==> src/rtl/output_volume_ramp.sv <==
// rtl/output_volume_ramp.sv - soft volume ramp and per-channel gain scaling for stereo PCM
//
// Scales left/right 24-bit signed PCM by an unsigned Q1.15 gain (16'h8000 = unity).
// The gain ramps toward its target by RAMP_STEP once per stereo frame (r_data_en),
// so audible volume and mute changes never step abruptly.
//
// Ports:
//   clk, reset_n                 clock, synchronous active-low reset
//   run                          audio enable; 0 forces mute and halts output
//   mute                         soft-mute request (ramps gain to zero)
//   vol_lsb, vol_msb             target gain {vol_msb, vol_lsb}, clamped to unity
//   l/r_data_en, l/r_data_in     input sample strobes and signed samples
//   l/r_data_valid, l/r_data_out scaled samples, valid two cycles after the strobe
//   ramp_busy, muted             registered state decodes

module output_volume_ramp #(
  parameter logic [15:0] RAMP_STEP = 16'h0040
) (
  input  logic        clk,
  input  logic        reset_n,
  input  logic        run,
  input  logic        mute,
  input  logic [7:0]  vol_lsb,
  input  logic [7:0]  vol_msb,
  input  logic        l_data_en,
  input  logic        r_data_en,
  input  logic [23:0] l_data_in,
  input  logic [23:0] r_data_in,
  output logic        l_data_valid,
  output logic        r_data_valid,
  output logic [23:0] l_data_out,
  output logic [23:0] r_data_out,
  output logic        ramp_busy,
  output logic        muted
);

  typedef enum logic [1:0] {
    ST_MUTED = 2'd0,
    ST_RAMP  = 2'd1,
    ST_HOLD  = 2'd2
  } state_e;

  state_e      state_q, state_d;
  logic [15:0] cur_gain_q, cur_gain_d;
  logic [15:0] vol, target, stepped;
  logic        ramp_busy_q, muted_q;

  assign vol    = {vol_msb, vol_lsb};
  assign target = mute ? 16'h0000 : ((vol > 16'h8000) ? 16'h8000 : vol);

  // One ramp step toward target; lands exactly on target when within one step.
  always_comb begin
    stepped = target;
    if (cur_gain_q < target) begin
      if ((target - cur_gain_q) > RAMP_STEP) stepped = cur_gain_q + RAMP_STEP;
    end else begin
      if ((cur_gain_q - target) > RAMP_STEP) stepped = cur_gain_q - RAMP_STEP;
    end
  end

  always_comb begin
    state_d    = state_q;
    cur_gain_d = cur_gain_q;
    unique case (state_q)
      ST_MUTED: begin
        cur_gain_d = 16'h0000;
        if (target != 16'h0000) state_d = ST_RAMP;
      end
      ST_HOLD: begin
        if (target != cur_gain_q) state_d = ST_RAMP;
      end
      ST_RAMP: begin
        // Gain only moves on the right strobe, so an L/R frame shares one gain.
        if (r_data_en) begin
          cur_gain_d = stepped;
          if (stepped == target) state_d = (target == 16'h0000) ? ST_MUTED : ST_HOLD;
        end
      end
      default: begin
        state_d    = ST_MUTED;
        cur_gain_d = 16'h0000;
      end
    endcase
    if (!run) begin
      state_d    = ST_MUTED;
      cur_gain_d = 16'h0000;
    end
  end

  always_ff @(posedge clk) begin
    if (!reset_n) begin
      state_q     <= ST_MUTED;
      cur_gain_q  <= 16'h0000;
      ramp_busy_q <= 1'b0;
      muted_q     <= 1'b1;
    end else begin
      state_q     <= state_d;
      cur_gain_q  <= cur_gain_d;
      ramp_busy_q <= (state_d == ST_RAMP);
      muted_q     <= (state_d == ST_MUTED);
    end
  end

  assign ramp_busy = ramp_busy_q;
  assign muted     = muted_q;

  // Two-stage datapath, index 0 = left, 1 = right.
  logic [1:0]        en;
  logic [1:0][23:0]  din;
  logic [1:0]        cap_v_q, out_v_q;
  logic [1:0][23:0]  cap_data_q, out_q;
  logic [1:0][15:0]  cap_gain_q;
  logic [1:0][23:0]  scaled;

  assign en  = {r_data_en, l_data_en};
  assign din = {r_data_in, l_data_in};

  // Signed 41-bit product, arithmetic shift floors toward minus infinity; gain
  // never exceeds unity so the low 24 bits hold the full result.
  always_comb begin
    scaled = '0;
    for (int ch = 0; ch < 2; ch++) begin
      scaled[ch] = 24'(($signed({{17{cap_data_q[ch][23]}}, cap_data_q[ch]}) *
                        $signed({25'd0, cap_gain_q[ch]})) >>> 15);
    end
  end

  always_ff @(posedge clk) begin
    if (!reset_n) begin
      cap_v_q    <= 2'b00;
      out_v_q    <= 2'b00;
      cap_data_q <= '0;
      cap_gain_q <= '0;
      out_q      <= '0;
    end else begin
      cap_v_q <= run ? en : 2'b00;
      out_v_q <= run ? cap_v_q : 2'b00;
      for (int ch = 0; ch < 2; ch++) begin
        // Capture uses the pre-update gain, even when r_data_en steps it this edge.
        if (en[ch]) begin
          cap_data_q[ch] <= din[ch];
          cap_gain_q[ch] <= cur_gain_q;
        end
        if (run && cap_v_q[ch]) out_q[ch] <= scaled[ch];
      end
    end
  end

  assign l_data_valid = out_v_q[0];
  assign r_data_valid = out_v_q[1];
  assign l_data_out   = out_q[0];
  assign r_data_out   = out_q[1];

endmodule

==> config.mk <==
export PLATFORM = sky130hd
export DESIGN_NAME = output_volume_ramp
export DESIGN_NICKNAME = d
export VERILOG_FILES = /design/src/rtl/output_volume_ramp.sv
export SDC_FILE = /design/constraint.sdc
export NUM_CORES = 2
export LEC_CHECK = 0
export CAP_MARGIN = 20
export CORE_MARGIN = 3
export CORE_UTILIZATION = 50
export DETAILED_ROUTE_END_ITERATION = 6
export GPL_ROUTABILITY_DRIVEN = 0
export HOLD_SLACK_MARGIN = 0.05
export PLACE_DENSITY = 0.67
export REMOVE_ABC_BUFFERS = 1
export SYNTH_ARGS = -nofsm -noshare
export SYNTH_HDL_FRONTEND = slang
export SYNTH_SLANG_ARGS = --single-unit
==> constraint.sdc <==
create_clock -name clk -period 8.5 [get_ports clk]
set_input_delay 1.7 -clock clk [delete_from_list [all_inputs] [get_ports clk]]
set_output_delay 1.7 -clock clk [all_outputs]
set_load 0.005 [all_outputs]
**Drive-strength map**

(1.5 px per um)
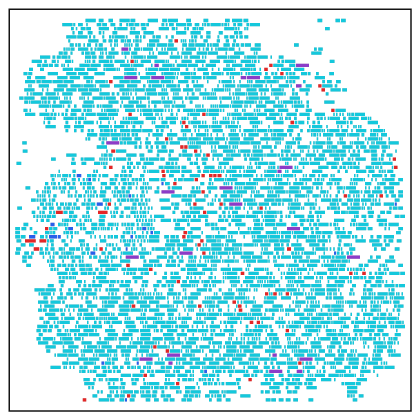
| color | size | cells | share |
|---|---|---|---|
| red | drive 3 to 4 | 77 | 2.0% |
| cyan | drive 1 or less | 3,741 | 97% |
| purple | drive 6 and up | 25 | 0.65% |
| blue | drive 2 | 21 | 0.54% |

==> results.py <==
# Flow results
metrics = {
    "outcome": {
        "run_status": "completed",
    },
    "finish": {
        "final_layout_top_logic_cells": "sky130_fd_sc_hd__inv_1 (829), sky130_fd_sc_hd__fa_1 (727), sky130_fd_sc_hd__nand2_1 (559)",
        "final_layout_top_logic_cell": "sky130_fd_sc_hd__inv_1",
        "nets": 4866,
        "layout_top_registers": "cap_data_q (48), cap_gain_q (32)",
        "final_cell_count_no_fill": 4730,
        "number_of_flip_flops_under_the_largest_register_name": 48,
        "final_layout_size_suffix_gt1_frac": 0.0318,
    },
    "final_timing": {
        "final_min_period_over_clock_period": 0.902,
        "hold_viol": 0,
        "worst_max_slew_pin_slew_ps": 1160,
        "setup_violators_final": 0,
        "unrepaired_setup_endpoints_after_global_routing": "false",
        "worst_slack_ps": 836,
    },
    "route": {
        "wirelength_um": 85800,
        "route.detailed.drc": 0,
        "length_of_routed_met2_wiring_um": 39700,
        "wl_met1_um": 37900,
        "routed_via_density": 5.33,
    },
    "critical_path": {
        "launching_point_of_the_worst_reg2reg_path": "cap_gain_q[5]",
        "critical_path.startpoint": "cap_gain_q[5]",
        "critical-path-top-delay-family": "adder cells",
        "timing.critical_path.fanout_max": 13,
        "worst_ep_arrival_time_ps": 8030,
        "timing.critical_path.to": "l_data_out[23]",
        "worst-r2r-setup-slack_ps": 840,
        "cp.required_ps": 8860,
    },
    "power": {
        "totalPowerFinal_mw": 1.88,
        "power.share.clock": 0.409,
        "ir_worst_vdd_mv": 0.159,
        "comb_power_mw": 0.315,
        "seq_power_share": 0.423,
        "switching_share": 0.332,
        "total_switching_power_mw": 0.623,
        "power_density_nw_per_um2": 51.2,
        "clock_power_mw": 0.768,
        "p_leak_nw": 16.6,
    },
    "global_routing": {
        "top_usage_layer": "met2",
        "global_route.usage.total": 0.255,
        "met1_usage": 0.360,
        "grt-ovfl-total": 0,
        "groute.layer.met3.usage": 0.0459,
        "first_pass_grt_wire_length_um": 142000,
        "globalRouteMet2Util": 0.404,
        "grt_pass1_vias": 26451,
    },
    "die": {
        "core_um2": 66600,
    },
    "synth": {
        "synth.avg_cell_area_um2": 8.89,
        "synth_cells": 3826,
        "synth.yosys.seq_area_share": 0.0895,
        "enable_flop_cells": 0,
        "ys_ff": 152,
        "ys_cells": 3826,
        "mappedNetlistArea_um2": 34000,
        "count_of_distinct_cell_types_in_the_synthesized_netlist": 79,
    },
    "min_path": {
        "min_delay_worst_endpoint": "r_data_out[13]",
        "timing.hold.worst.start": "r_data_out[13]",
        "hold-path-cell-count": 2,
        "hold_path_class": "register to register",
    },
    "placement": {
        "post-place-cells": 4696,
        "pre_cts_ws_ps": 638,
    },
    "clock_tree": {
        "clock_insertion_delay_at_the_later_pin_of_the_skew_report_ps": 500,
        "cts_inserted_buffers": 17,
        "clock_tree.htree_level_count": 4,
        "clk_path_buf_depth": 2,
        "hold_buffers": 0,
        "cts.clk_slew.worst_paths_ps": 70,
        "cts_tree": "yes",
        "cts_setup_buffers": 0,
        "clkSinkCount": 152,
    },
    "run": {
        "log.warning_count": 38,
        "max_cap_violations": 0,
    },
}
**Wires at chosen ports, followed through buffers**

(1.5 px per um)
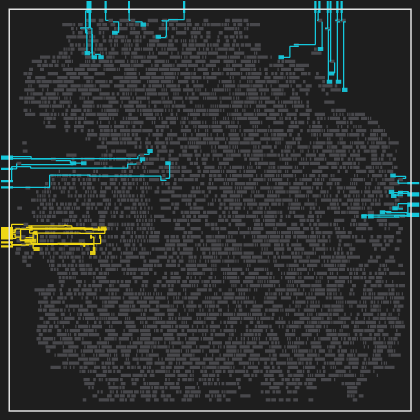
| color | port | bits | direction | edge | end cells | buffers | wire |
|---|---|---|---|---|---|---|---|
| cyan | `r_data_in` | 24 | input | 12 top, 7 right, 5 left | 24 | 24 | 1,040 um |
| yellow | `vol_msb` | 8 | input | left | 13 | 8 | 481 um |

Yosys cell counts, types with 69 or more instances:
| master | n | share of area |
|---|---|---|
| sky130_fd_sc_hd__fa_1 | 727 | 0.43 |
| sky130_fd_sc_hd__nand2_1 | 559 | 0.062 |
| sky130_fd_sc_hd__dfxtp_1 | 152 | 0.090 |
| sky130_fd_sc_hd__clkbuf_1 | 170 | 0.019 |
| sky130_fd_sc_hd__inv_1 | 829 | 0.092 |
| sky130_fd_sc_hd__and2_1 | 343 | 0.063 |
| sky130_fd_sc_hd__ha_1 | 218 | 0.080 |
| sky130_fd_sc_hd__a21oi_1 | 88 | 0.013 |
| sky130_fd_sc_hd__mux2i_1 | 86 | 0.025 |
| sky130_fd_sc_hd__o21ai_0 | 77 | 0.011 |
| sky130_fd_sc_hd__nor2b_1 | 98 | 0.018 |
| sky130_fd_sc_hd__xnor2_1 | 69 | 0.018 |
cells by family after synthesis:
| logic type | synth area share |
|---|---|
| DFF | 0.0895 |
| buffers and inverters | 0.112 |
| muxes | 0.0253 |
| adders and majority gates | 0.508 |
| and+or+nand+nor | 0.176 |
| xor gates and xnor gates | 0.0258 |
| AOI/OAI and AO/OA | 0.0635 |
cell type report:
type | instances | area, um2
fillers | 6062 | 29900
multi-input cells | 2662 | 27100
inverters | 829 | 3110
flip-flops and latches | 152 | 3040
repair buffers | 189 | 1710
well taps | 864 | 1080
clock buffers | 18 | 439
clock inverters | 14 | 115
diodes | 2 | 5.00
metrics by stage:
stage | util | instance area [um2]
global route | 0.550 | 36600
finish | 0.551 | 36700
CTS | 0.550 | 36600
detailed placement | 0.542 | 36100
global placement | 0.542 | 36100
floorplan | - | 33300
Power and IR drop assume default switching activity.
